==> config.mk <==
export PLATFORM = sky130hd
export DESIGN_NAME = aes128_dsp_u_invperm
export DESIGN_NICKNAME = d
export VERILOG_FILES = /design/src/rtl/aes128_dsp_pkg.sv /design/src/rtl/aes128_dsp_u_skewreg.sv /design/src/rtl/aes128_dsp_u_invperm.sv
export SDC_FILE = /design/constraint.sdc
export NUM_CORES = 1
export LEC_CHECK = 0
export ABC_AREA = 1
export CAP_MARGIN = 20
export CORE_MARGIN = 2
export CORE_UTILIZATION = 45
export CTS_CLUSTER_SIZE = 24
export DETAILED_ROUTE_END_ITERATION = 6
export PLACE_DENSITY = 0.78
export SLEW_MARGIN = 20
export SYNTH_ARGS = -nofsm -noshare
export SYNTH_HDL_FRONTEND = slang
export SYNTH_SLANG_ARGS = --single-unit
==> constraint.sdc <==
create_clock -name CLK -period 6.85 [get_ports CLK]
set_input_delay 1.37 -clock CLK [delete_from_list [all_inputs] [get_ports CLK]]
set_output_delay 1.37 -clock CLK [all_outputs]
set_load 0.005 [all_outputs]
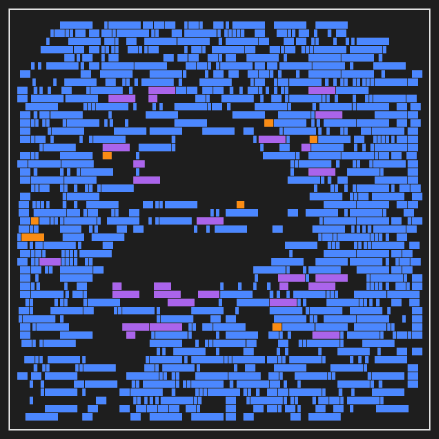
(cell sizes after repair)
Scale: 3 px per um.
orange -> x3 and x4  # cells 7, share 0.84%
blue -> x1 and smaller  # cells 801, share 96%
purple -> x6 and larger  # cells 28, share 3.3%
Area Overhead vs Synth: 24.34%
Final WS setup: 2805 ps
post-route cell area: 10300 um2

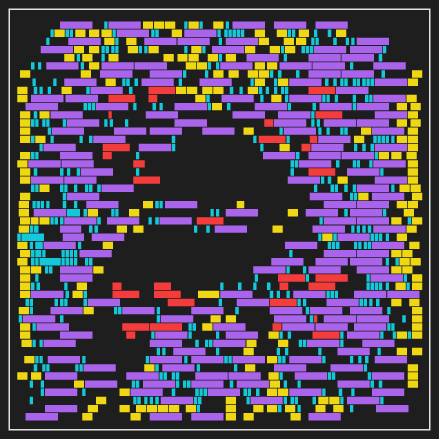
(placed cells, one colour a class)
Scale: 3 px per um.
purple -> registers  # cells 194, share of their area 58%
red -> clock drivers and dummy loads  # cells 32, share of their area 6.0%
cyan -> remaining logic cells  # cells 408, share of their area 16%
yellow -> remaining buffers and delay cells  # cells 202, share of their area 20%
Final Util: 57.14%
register share of the cell area: 56.37%
FP Rows: 49
Placeable Area: 18020 um2

==> run_results.csv <==
group,metric,value,unit
status,status,"complete, no violations",
logic_synthesis,edf_count,192,
grt,grt_max_degree,108,
logic_synthesis,ys_warn_count,0,
min_path,whs_path_depth,4,
floorplan,io_pins,264,
sta,tightest_slew,1032,ps
grt,antenna_found_initial,0,
clocking,post_cts_resized,0,
clocking,cts_sinks,194,
pwr,swShare,21.39,%
logic_synthesis,top_cell,"inv_1",
placed_design,portBuffers,199,
pwr,intPower,2.041,mW
critical_path,crit_type,"primary input to output port",
critical_path,cp_slowest_stage_delay,450,ps
cells_and_area,largest_reg_flops,192,
pwr,comb_power_share,7.8,%
sta,relSlewSlack,31.22,%
clocking,cts_setup_buffers,0,
clocking,clk_pin_slew,70,ps
sta,rsz0062_at_grt,"false",
logic_synthesis,yosysChipArea,8283,um2
critical_path,critPathSlowestCell,"clkdlybuf4s50_1",
critical_path,cp_common_cell,"clkdlybuf4s50_1",
route,ant_nets,0,
pwr,p_leak,4.359,nW
critical_path,crit_fanout,2,
placed_design,gp_congestion,0.7332,
logic_synthesis,synth-async-reset-ratio,0,%
min_path,holdCritPathClass,"flip-flop to flip-flop",
logic_synthesis,syn_area_per_cell,11.52,um2
route,drt-total-wl,12.99,mm
sta,skew,6.673,ps
logic_synthesis,ys_ff,194,
logic_synthesis,synthesis.area,8283,um2
clocking,root_buffer,"clkbuf_16",
logic_synthesis,top_area_share,69.61,%
job,warning_count,30,
floorplan,die.size.y,139.7,um
logic_synthesis,synthAoiAreaFrac,0.1511,%
pwr,pwr_density_cell,252.1,nW/um2
pwr,power_frac_seq,53.5,%
critical_path,worstPathArrival,2670,ps
pwr,peakVddDrop,0.0001728,V
logic_synthesis,fp_nets,853,
sta,achievable-frequency,0.2472,GHz
sta,setup_viol,0,
logic_synthesis,area_leaders,"edfxtp_1, buf_4, inv_1",
clocking,cts_tree,"yes",
logic_synthesis,syn_inst,719,
logic_synthesis,yosysCellCount,719,
logic_synthesis,synthDistinctLibCells,13,
floorplan,fp_util,45.95,%
critical_path,start_kind,"primary input",
clocking,clock_latency,420,ps
sta,finalClockPeriodUsage,59.04,%
route,vias,4473,
critical_path,end_kind,"output port",
pwr,p_sw,0.5552,mW
critical_path,rrSetupSlack,3800,ps
logic_synthesis,ys.flop_type,"edfxtp_1",
cells_and_area,layout-drive-gt1-share,4.187,%
logic_synthesis,ys_sh_adder,0.1511,%
logic_synthesis,netlist_top_cells_count,"inv_1, nor2_1, edfxtp_1",
grt,grt_pass1_vias,4401,
clocking,holdBufCountCts,0,
route,drc,0,
logic_synthesis,ys_sh_mux,0,%
grt,grt_pass1_wl,20.98,mm
grt,overflow,0,
logic_synthesis,ys_seq_share,70.09,%
floorplan,fp.dieW,139.7,um
clocking,cts_buffers,17,
placed_design,dp_hpwl,8.096,mm
route,vias_per_cell,4.200,
clocking,htree_levels,4,
sta,fin_tns_setup,0,ps
logic_synthesis,simple_gate_area_share,9.471,%
sta,final_hold_viol_count,0,
cells_and_area,num_antenna_cells,0,
## critical path: cells and delay by family
kind | cells | cell delay, ps
AND/OR/NAND/NOR | 1 | 270
buffers and inverters | 3 | 930
AND-OR/OR-AND | 1 | 110
## routing by layer
layer,wire length (um),vias up,GRT usage (%)
met1,5439,2032,16.18
met3,1068,23,5.575
met5,0,-,0
met4,206,0,5.316
met2,6280,151,22.08
li1,-,2267,-
## final cells by class
cell class | count | area [um2]
Clock buffer | 17 | 425.4
Clock inverter | 15 | 172.7
Fill cell | 1507 | 7726
Inverter | 199 | 747.0
Multi-Input combinational cell | 209 | 834.6
Sequential cell | 194 | 5806
Tap cell | 229 | 286.5
Timing Repair Buffer | 202 | 2027
## stage by stage
| stage | power [mW] | setup WS (ps) | std cells | area, um2 |
|---|---|---|---|---|
| final | 2.596 | 2805 | 1065 | 10300 |
| after global routing | 2.692 | 2755 | 1065 | 10300 |
| after CTS | 2.627 | 2788 | 1065 | 10290 |
| after floorplan | 1.535 | 395.3 | 719 | 8283 |
| after global placement | 1.616 | 2687 | 1033 | 9692 |
| after detailed placement | 1.623 | 2584 | 1033 | 9692 |
## cell usage in the layout, fill, tap and decap left out, types with 2 or more instances in the layout
master             n
nand2_1            6
inv_6              5
inv_1            199
nor2_1           197
bufinv_16          2
clkinv_4           3
dfxtp_1            2
edfxtp_1         192
clkbuf_16         17
clkinv_1           2
buf_4              2
clkdlybuf4s50_1  199
## power groups by stage
stage	Clock (mW)	Sequential (mW)	Combinational, mW
3_5_place_dp	0	1.42	0.205
6_report	1.00	1.39	0.203
4_1_cts	1.03	1.39	0.206
3_3_place_gp	0	1.41	0.201
2_1_floorplan	0	1.42	0.111
5_1_grt	1.07	1.40	0.225
## cell families after synthesis
| logic type | count (synthesis) |
|---|---|
| buffers and inverters | 316 |
| and+or+nand+nor | 206 |
| DFF | 194 |
| AOI/OAI and AO/OA | 2 |
| adders and majority gates | 1 |
Power figures rest on the tool's default switching activity, not on a simulated workload.
